Design button_conditioner, sky130hd; sources not shown.
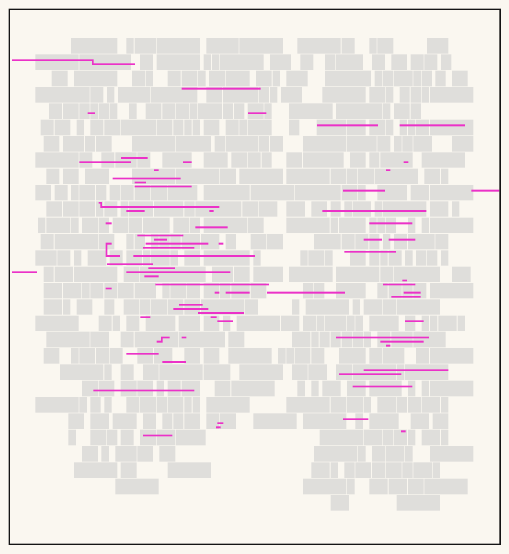
**Above:** run 1 (met3 routing).
Drawn at 6 px/um. Cells faint in the background.
main direction: horizontal
share of all routed wire: 4.9%
wire length on this layer: 426 um
grt met3 use: 4.54%
vias post-DR: 3355
Routed WL: 8.73 mm

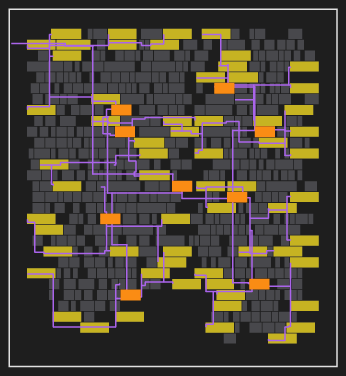
**Above:** run 1 (clock distribution).
Drawn at 4 px/um.
legend:
  flip-flops:
    colour: yellow
    count: 62
  clock-net drivers:
    colour: orange
    count: 9
  clock wires:
    colour: purple
    length: 855 um
routed clock nets: 10
flops lie: spread over the die
latest clock arrival within the worst-skew pair: 0.34 ns
clock share of power: 43.5%

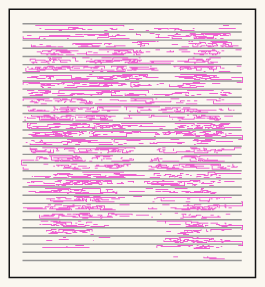
**Above:** run 1 (met1 routing).
Drawn at 3 px/um. Supply wires on this layer in grey.
share of all routed wire: 42%
main direction: horizontal
nets with wire on the layer: 456
GR Util met1: 29.3%

==> ci_impl_report.md, run 1 <==
## Implementation flow summary

| Metric | Value |
|---|---|
| Failing checks | setup timing |
| Post-CTS Hold Buffers | 0 |
| Registers, synthesis | 62 |
| Area grow syn2layout | 31.1% |
| Fin nets | 481 |
| Top cells, area | dfxtp_1, nor2_1, nand2_1 |
| Filler-free cell count of the finished design | 555 |
| Yosys warns | 0 |
| Fmax | 472 MHz |
| Largest net degree at the start of global routing | 24 |
| Endpoints failing setup | 21 |
| Placed cell area | 3900 um^2 |
| Setup ws final | -0.109 ns |
| Max Slew Vio Count | 0 |
| Layout cells sized above 1 | 28.5% |
| Pre-antenna DRT Iters | 5 |
| Status | complete, but fails checks |
| Place WS | -0.0966 ns |
| Port bufs | 7 |
| Synthesized area per cell | 8.25 um^2 |
| Reg-to-reg slack, setup | -0.11 ns |
run 1: stage by stage:
step | power, uW | TNS (ns)
floorplan | 1400 | 0
global placement | 1460 | -0.620
detailed placement | 1460 | -0.978
CTS | 2580 | -0.203
global route | 2690 | -4.20
finish | 2590 | -1.18
run 1: area by class of cell:
type | instances | area [um^2] | area share [%]
inverter | 12 | 45.0 | 1.03
clock inverter | 4 | 45.0 | 1.03
timing repair buffer | 76 | 624 | 14.3
multi-input combinational | 312 | 2160 | 49.3
sequential | 62 | 1250 | 28.6
tap | 77 | 96.3 | 2.20
clock buffer | 12 | 155 | 3.55
run 1: routing by layer:
layer	share of wire, %	track usage, %	vias to the layer above
met5	0	0	-
met4	3.5	11.0	0
met3	4.9	4.54	29
met2	49	38.8	126
met1	42	29.3	1561
li1	-	-	1639
run 1: repair_timing:
item	CTS	global route
setup endpoints to repair	20	49
pin swaps	6	21
buffers inserted	4	2
gates resized	9	40
gates cloned	1	0
run 1: layout by cell type, fill, tap and decap left out, types with 3 or more instances in the layout:
master           count
nor4_2               3
nor2_1              44
nand4_1             15
clkdlybuf4s50_1      7
a21oi_1             11
clkbuf_8            11
and3_1               8
nor2_2               4
buf_4               64
xor2_1              13
nand3_2              4
o31ai_1              5
clkinv_2             3
inv_1               11
nand3_1             21
a211oi_1             3
nand3b_1             3
a32oi_1              5
o21a_1               9
o211ai_1             7
dfxtp_1             56
a31oi_1             20
xnor2_1              9
nor3_1              17
dfxtp_2              5
buf_6                3
nor4b_2              3
or2_2                3
nand2_1             38
and4_1               5
o21ai_0              5
nor2b_1              7
run 1: report_power, final:
group	internal [uW]	total, uW	switching, uW
registers	1250	1270	23.9
logic	95.0	190	95.2
clock network	635	1130	495
total	1980	2590	614
run 1: worst max-delay path, delay by kind of cell (launching register included):
kind	cells	cell delay [ns]
AND/OR/NAND/NOR	3	0.61
flip-flops	1	0.34
buffers and inverters	1	0.17
AND-OR/OR-AND	3	0.72
run 1: logic make-up (layout without fill, tap and decap cells):
family	Yosys count	in the layout	synth area share, %
AND/OR/NAND/NOR	199	199	31.9
AND-OR/OR-AND	84	85	18.2
flip-flops	62	62	37.2
buffers and inverters	31	104	4.84
XOR/XNOR	22	22	5.78
adder cells (fa/ha/maj)	4	4	1.50
multiplexers	2	2	0.600
**Run 1: cell density map**

Drawn at 4 px/um. 8 x 9 tiles, from white (low) to dark blue (high), 0 to 100% covered.
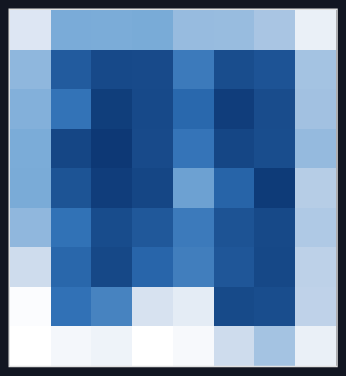

--- run 2 (diff from run 1) ---
--- a/config.mk
+++ b/config.mk
@@ -8,11 +8,12 @@
 export ABC_CLOCK_PERIOD_IN_PS = 2009
 export CORE_ASPECT_RATIO = 1.1
 export CORE_MARGIN = 4
-export CORE_UTILIZATION = 56
+export CORE_UTILIZATION = 30
 export CTS_CLUSTER_DIAMETER = 100
 export DETAILED_ROUTE_END_ITERATION = 7
+export DONT_BUFFER_PORTS = 1
 export HOLD_SLACK_MARGIN = 0.05
-export PLACE_DENSITY = 0.74
+export PLACE_DENSITY = 0.43
 export SLEW_MARGIN = 20
 export SYNTH_ARGS = -nofsm -noshare
 export SYNTH_HDL_FRONTEND = slang
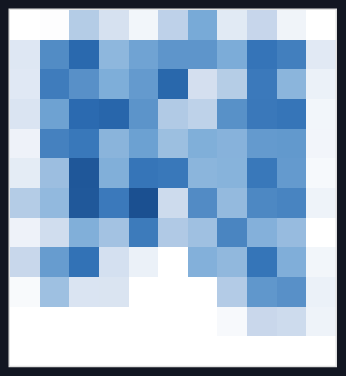
**Above:** run 2 (cell density map).
Drawn at 3 px/um. 11 x 12 tiles, from white (low) to dark blue (high), 0 to 100% covered.
tiles over 75% full: 5.3%
emptiest ninth of the die: bottom centre
mean over tiles: 34%
densest ninth of the die: centre
fullest tile: 87%
nearly empty tiles: 20%
Util after Layout: 42.1%
Starting Density: 30.6%
Core ar.: 10900 um^2

==> ci_impl_report.md, run 2 <==
## Implementation flow summary

| Metric | Value |
|---|---|
| Flop area | 1250 um^2 (-0.40%) |
| Reg-to-reg slack, setup | -0.02 ns (+0.09 ns) |
| Post-CTS Hold Buffers | 6 (+6) |
| Comb. cell area | 2160 um^2 (unchanged) |
| Status | complete, but fails checks |
| Synthesized area per cell | 8.25 um^2 (unchanged) |
| Final tally of hold violations | 3 |
| Area grow syn2layout | 37.6% |
| Fin Hold WS | -0.00800 ns |
| Failing checks | hold timing, setup timing |
| Pre-antenna DRT Iters | 6 (+1) |
| Placed cell area | 3940 um^2 (+0.96%) |
| Top cells, area | dfxtp_1, nor2_1, nand2_1 |
| Yosys warns | 0 (unchanged) |
| Max Slew Vio Count | 0 (unchanged) |
| Setup ws final | -0.0189 ns (+0.0905 ns) |
| Registers, synthesis | 62 (unchanged) |
| Largest net degree at the start of global routing | 31 (+29%) |
| Fmax | 493 MHz (+4.5%) |
| Layout cells sized above 1 | 26.6% (-1.8 points) |
| Vias post-DR | 3142 (-6.3%) |
| Routed WL | 8.55 mm (-2.0%) |
| Fin nets | 477 (-0.83%) |
| Endpoints failing setup | 4 (-81%) |
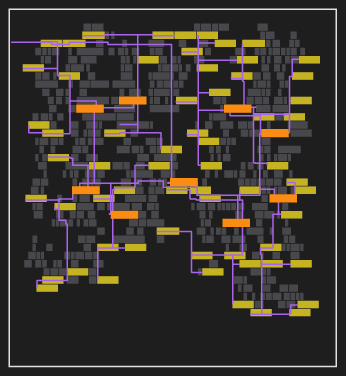
**Above:** run 2 (clock distribution).
Drawn at 3 px/um.
legend:
  clock-net drivers:
    colour: orange
    count: 9
  clock wires:
    colour: purple
    length: 1040 um
  flip-flops:
    colour: yellow
    count: 62
flops lie: spread over the die
routed clock nets: 10
clock share of power: 55.0%
clock group total power: 1790 uW
latest clock arrival within the worst-skew pair: 0.33 ns

==> run 2: layout make-up <==
cell class / count / share of cell area [%]
timing repair buffer: 73 / 13.5
sequential: 62 / 27.2
clock buffer: 11 / 5.29
multi-input combinational: 311 / 47.0
clock inverter: 4 / 2.07
inverter: 12 / 0.981
tap: 147 / 4.01
==> run 2: logic make-up after synthesis <==
| group | after synthesis | synth area share [%] |
|---|---|---|
| adder cells (fa/ha/maj) | 4 | 1.50 |
| buffers and inverters | 31 | 4.84 |
| AND/OR/NAND/NOR | 199 | 31.9 |
| AND-OR/OR-AND | 84 | 18.2 |
| XOR/XNOR | 22 | 5.78 |
| multiplexers | 2 | 0.600 |
| flip-flops | 62 | 37.2 |
==> run 2: metal layers <==
layer	GRT usage [%]	vias to the layer above	wire, um	share of wire, %
met4	5.13	0	155	1.8
li1	-	1620	-	-
met3	3.33	15	217	2.5
met5	0	-	0	0
met2	22.1	30	4120	48
met1	18.1	1477	4060	47
==> run 2: timing repair <==
action / CTS / global route
pin swaps: 2 / 13
setup buffers: 1 / 1
gates cloned: 0 / 1
hold endpoints to repair: 23 / 17
endpoints found under the setup margin: 17 / 54
resized: 5 / 35
==> run 2: stage by stage <==
step                      instances  setup TNS [ns]  total power [uW]  util, %
after floorplan                 404               0              1400        -
after global placement          596         -0.0658              1450     36.1
after detailed placement        596          -0.441              1450     36.1
after CTS                       618         -0.0445              3270     40.0
after global routing            620           -1.74              3370     42.1
final                           620         -0.0428              3250     42.1
==> run 2: worst max-delay path, stage by stage, from the launching register on <==
cell and delay [ns]:
dfxtp_2 0.36, ha_4 0.14, nand3_2 0.08, or3_4 0.36
o31ai_4 0.22, o22ai_4 0.16, buf_6 0.17, a32oi_2 0.17
o31ai_1 0.10
==> run 2: power by group <==
group          switching, uW  internal [uW]  total, uW
clock network            553           1240       1790
registers               23.7           1250       1280
logic                   88.3            102        190
Power is estimated from default activity; no workload was simulated.
